Fig. 1: routed metal, one colour a layer
Bar = 50 um. Only two layers are drawn.
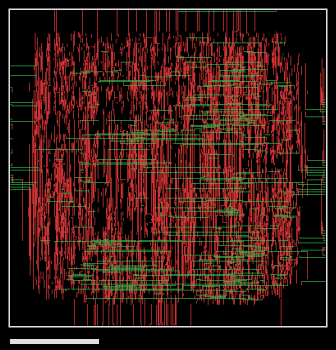
Fig. 2: routing congestion map
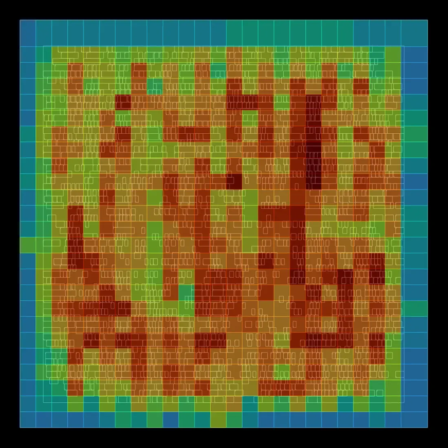
Fig. 3: placement by cell class
Bar = 50 um. Fill, decap, tap and diode cells in grey.
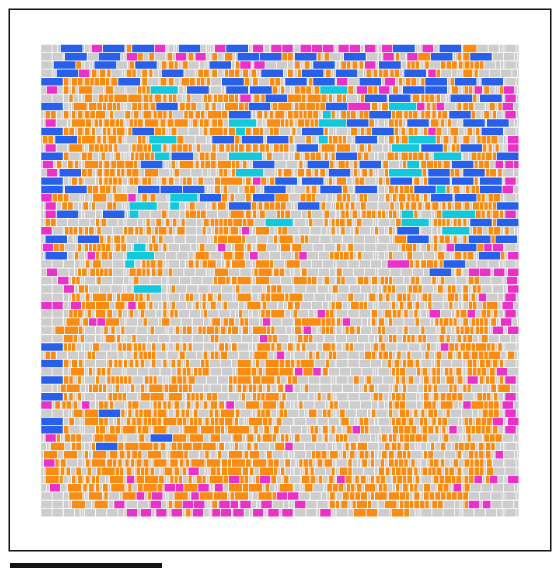
Fig. 4: cell area per tile
The die is cut into 18 by 18 equal tiles; black is low, pale yellow is high, 0 to 100% covered.
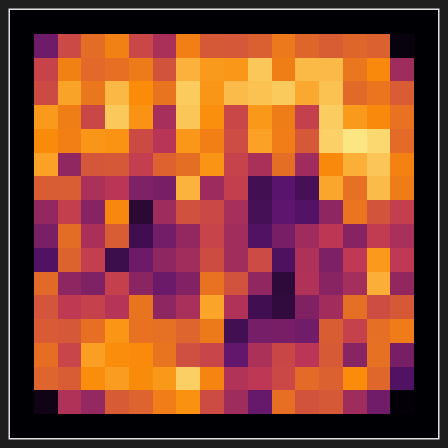
## config.mk

```make
export PLATFORM = sky130hd
export DESIGN_NAME = alu_seq_n
export DESIGN_NICKNAME = d
export VERILOG_FILES = /design/src/rtl/alu_seq_n.sv
export SDC_FILE = /design/constraint.sdc
export NUM_CORES = 1
export LEC_CHECK = 0
export ABC_AREA = 1
export ABC_CLOCK_PERIOD_IN_PS = 4000
export CAP_MARGIN = 15
export CORE_MARGIN = 10
export CORE_UTILIZATION = 50
export DETAILED_ROUTE_END_ITERATION = 8
export PLACE_DENSITY = 0.82
export SYNTH_ARGS = -nofsm -noshare
export SYNTH_HDL_FRONTEND = slang
export SYNTH_SLANG_ARGS = --single-unit
```

## constraint.sdc

```tcl
create_clock -name i_clk -period 4 [get_ports i_clk]
set_input_delay 0.4 -clock i_clk [delete_from_list [all_inputs] [get_ports i_clk]]
set_output_delay 0.4 -clock i_clk [all_outputs]
set_load 0.05 [all_outputs]
```

## src/rtl/alu_seq_n.sv

```systemverilog
// alu_seq_n: ALU with single-cycle logic/arith/shift ops and a WIDTH-step shift-add multiplier.
// Define ALU_SEQ_DIV_EN to turn Op 111 into an unsigned restoring divide instead of SRA.
module alu_seq_n #(
  parameter int WIDTH   = 24,
  parameter int SHAMT_W = 5
) (
  input  logic               i_clk,
  input  logic               i_rst,
  input  logic               i_start,
  input  logic [2:0]         i_op,
  input  logic [WIDTH-1:0]   i_a,
  input  logic [WIDTH-1:0]   i_b,
  input  logic [SHAMT_W-1:0] i_shamt,
  output logic               o_busy,
  output logic               o_done,
  output logic [WIDTH-1:0]   o_result,
  output logic [WIDTH-1:0]   o_mulhi,
  output logic               o_zero,
  output logic               o_overflow,
  output logic               o_carryout
);
  localparam int CW = $clog2(WIDTH);
  typedef enum logic [1:0] {IDLE, ITER, FIN} state_t;
  state_t               r_state;
  logic [CW-1:0]        r_cnt;
  logic [2*WIDTH-1:0]   r_p;
  logic [WIDTH-1:0]     r_b;
  logic                 r_done, r_zero, r_ovf, r_cy;
  logic [WIDTH-1:0]     r_res, r_hi;
  logic [WIDTH-1:0]     w_b2, w_res;
  logic [WIDTH:0]       w_sum, w_mul_sum;
  logic                 w_sub, w_arith, w_big, w_multi, w_ovf;
  logic [2*WIDTH-1:0]   w_nx;
  assign w_sub   = i_op == 3'b011;
  assign w_arith = i_op[2:1] == 2'b01;
  assign w_b2    = w_sub ? ~i_b : i_b;
  assign w_sum   = {1'b0, i_a} + {1'b0, w_b2} + (WIDTH+1)'(w_sub);
  assign w_ovf   = (i_a[WIDTH-1] == w_b2[WIDTH-1]) && (w_sum[WIDTH-1] != i_a[WIDTH-1]);
  assign w_big   = 32'(i_shamt) >= WIDTH;
  // Product register: high half accumulates, low half holds the multiplier being shifted out.
  assign w_mul_sum = {1'b0, r_p[2*WIDTH-1:WIDTH]} + (r_p[0] ? {1'b0, r_b} : '0);
`ifdef ALU_SEQ_DIV_EN
  logic               r_div;
  logic [WIDTH:0]     w_rem;
  logic [WIDTH-1:0]   w_rsub;
  logic               w_ge;
  assign w_multi = i_op == 3'b101 || i_op == 3'b111;
  assign w_rem   = {r_p[2*WIDTH-1:WIDTH], r_p[WIDTH-1]};
  assign w_ge    = w_rem >= {1'b0, r_b};
  assign w_rsub  = w_rem[WIDTH-1:0] - r_b;
  // Division by zero falls out naturally: quotient all ones, remainder A.
  assign w_nx    = r_div ? {w_ge ? w_rsub : w_rem[WIDTH-1:0], r_p[WIDTH-2:0], w_ge}
                         : {w_mul_sum, r_p[WIDTH-1:1]};
`else
  assign w_multi = i_op == 3'b101;
  assign w_nx    = {w_mul_sum, r_p[WIDTH-1:1]};
`endif
  always_comb begin
    w_res = '0;
    case (i_op)
      3'b000:         w_res = i_a & i_b;
      3'b001:         w_res = i_a | i_b;
      3'b010, 3'b011: w_res = w_sum[WIDTH-1:0];
      3'b100:         w_res = WIDTH'($signed(i_a) < $signed(i_b));
      3'b110:         w_res = w_big ? '0 : i_a << i_shamt;
`ifndef ALU_SEQ_DIV_EN
      3'b111:         w_res = w_big ? {WIDTH{i_a[WIDTH-1]}} : WIDTH'($signed(i_a) >>> i_shamt);
`endif
      default:        w_res = '0;
    endcase
  end
  always_ff @(posedge i_clk) begin
    if (i_rst) begin
      r_state <= IDLE;
      r_cnt   <= '0;
      r_p     <= '0;
      r_b     <= '0;
      r_done  <= 1'b0;
      r_res   <= '0;
      r_hi    <= '0;
      r_zero  <= 1'b0;
      r_ovf   <= 1'b0;
      r_cy    <= 1'b0;
`ifdef ALU_SEQ_DIV_EN
      r_div   <= 1'b0;
`endif
    end else begin
      r_done <= 1'b0;
      if (r_state == ITER) begin
        r_p   <= w_nx;
        r_cnt <= r_cnt + 1'b1;
        if (r_cnt == CW'(WIDTH-1)) begin
          r_res   <= w_nx[WIDTH-1:0];
          r_hi    <= w_nx[2*WIDTH-1:WIDTH];
          r_zero  <= w_nx[WIDTH-1:0] == '0;
          r_ovf   <= 1'b0;
          r_cy    <= 1'b0;
          r_done  <= 1'b1;
          r_state <= FIN;
        end
      end else if (i_start && w_multi) begin
        r_p     <= {{WIDTH{1'b0}}, i_a};
        r_b     <= i_b;
        r_cnt   <= '0;
        r_state <= ITER;
`ifdef ALU_SEQ_DIV_EN
        r_div   <= i_op == 3'b111;
`endif
      end else if (i_start) begin
        r_res   <= w_res;
        r_hi    <= '0;
        r_zero  <= w_res == '0;
        r_ovf   <= w_arith & w_ovf;
        r_cy    <= w_arith & w_sum[WIDTH];
        r_done  <= 1'b1;
        r_state <= FIN;
      end else begin
        r_state <= IDLE;
      end
    end
  end
  assign o_busy     = r_state == ITER;
  assign o_done     = r_done;
  assign o_result   = r_res;
  assign o_mulhi    = r_hi;
  assign o_zero     = r_zero;
  assign o_overflow = r_ovf;
  assign o_carryout = r_cy;
endmodule
```

==> impl_metrics.env <==
# implementation run metrics
export IMPL_status="finished clean"
export IMPL_drc=0
export IMPL_power_density_mw_per_mm2=311
export IMPL_crit_path_max_fanout=17
export IMPL_yosysWarnings=0
export IMPL_hold_ws_ns=0.464
export IMPL_register_area_mm2=0.00262
export IMPL_common_cells="nand2_1 (578), nand3_1 (229), inv_1 (215), a21oi_1 (206)"
export IMPL_fmax_mhz=278
export IMPL_holdPathEnd="o_mulhi[23]$_SDFFE_PP0P_"
export IMPL_nNonClkBuffers=163
export IMPL_filler_cell_count=2416
export IMPL_synth_main_ff_cell="dfxtp_1"
export IMPL_dr_pass1_iters=6
export IMPL_mux_area_frac=0
export IMPL_syn_avg_cell_area_um2=6.06
export IMPL_antenna_found_initial=0
export IMPL_crit_slowest_cell="clkdlybuf4s50_1"
export IMPL_fp_nets=2221
export IMPL_dr_wl_met2_um=22500
export IMPL_clkPwrFrac=0.380
export IMPL_io_pin_count=112
export IMPL_min_period_over_period=0.898
export IMPL_finalHoldViolCount=0
export IMPL_synth_compound_area_share=0.182
export IMPL_arrival_ns=3.95
export IMPL_swShare=0.374
export IMPL_chipArea_mm2=0.0314
export IMPL_crit_path_end_kind="register"
export IMPL_top_area_cell_class="combinational gates"
export IMPL_fin_skew_ns=0.0171
export IMPL_grt_overflow_total=0
export IMPL_busiest_layer="met2"
export IMPL_ant_nets=0
export IMPL_yosysSeqAreaShare=0.212
export IMPL_cts_tree="built"
export IMPL_ir_worst_vdd_mv=0.250
export IMPL_endpoint="o_zero$_SDFFE_PP0P_"
export IMPL_path_class="primary input to register"
export IMPL_yosysTopAreaCell="dfxtp_1"
export IMPL_worstSetupStartpointType="primary input"
export IMPL_hold_path_class="register to register"
export IMPL_yosys_area_mm2=0.0124
export IMPL_area_leaders="dfxtp_1 (21%), nand2_1 (18%), ha_1 (12%)"
export IMPL_layout_top_cells="nand2_1 (578), nand3_1 (229), inv_1 (215)"
export IMPL_top_layer="met4"
export IMPL_placed_area_mm2=0.0139
export IMPL_grt_pass1_vias=13200
## Picture notes: Fig. 1
Key: M3 = green [wire length 4,970 um]; M2 = red [wire length 22.5 mm]
WL final: 50,200 um
drt wl/cell: 20.4 um
Global Route Usage Sum: 0.312

## Picture notes: Fig. 2
met2 usage: 0.497
Core Util, Final: 0.596
grt met3 use: 0.0691

## Picture notes: Fig. 3
Key: clock drivers and dummy loads = cyan [cells 32, share of their area 4.5%]; registers = blue [cells 131, share of their area 19%]; remaining logic cells = orange [cells 1,815, share of their area 66%]; remaining buffers and delay cells = magenta [cells 163, share of their area 11%]
design area: 0.0145 mm^2
Seq/total area: 0.181
core area: 0.0243 mm^2
num rows: 57

## Picture notes: Fig. 4
The mean over all tiles is 45%. 21% of the tiles are nearly empty. The fullest tile reaches 95%. 15% of the tiles are over 75% full.
Core Util at FP: 0.508

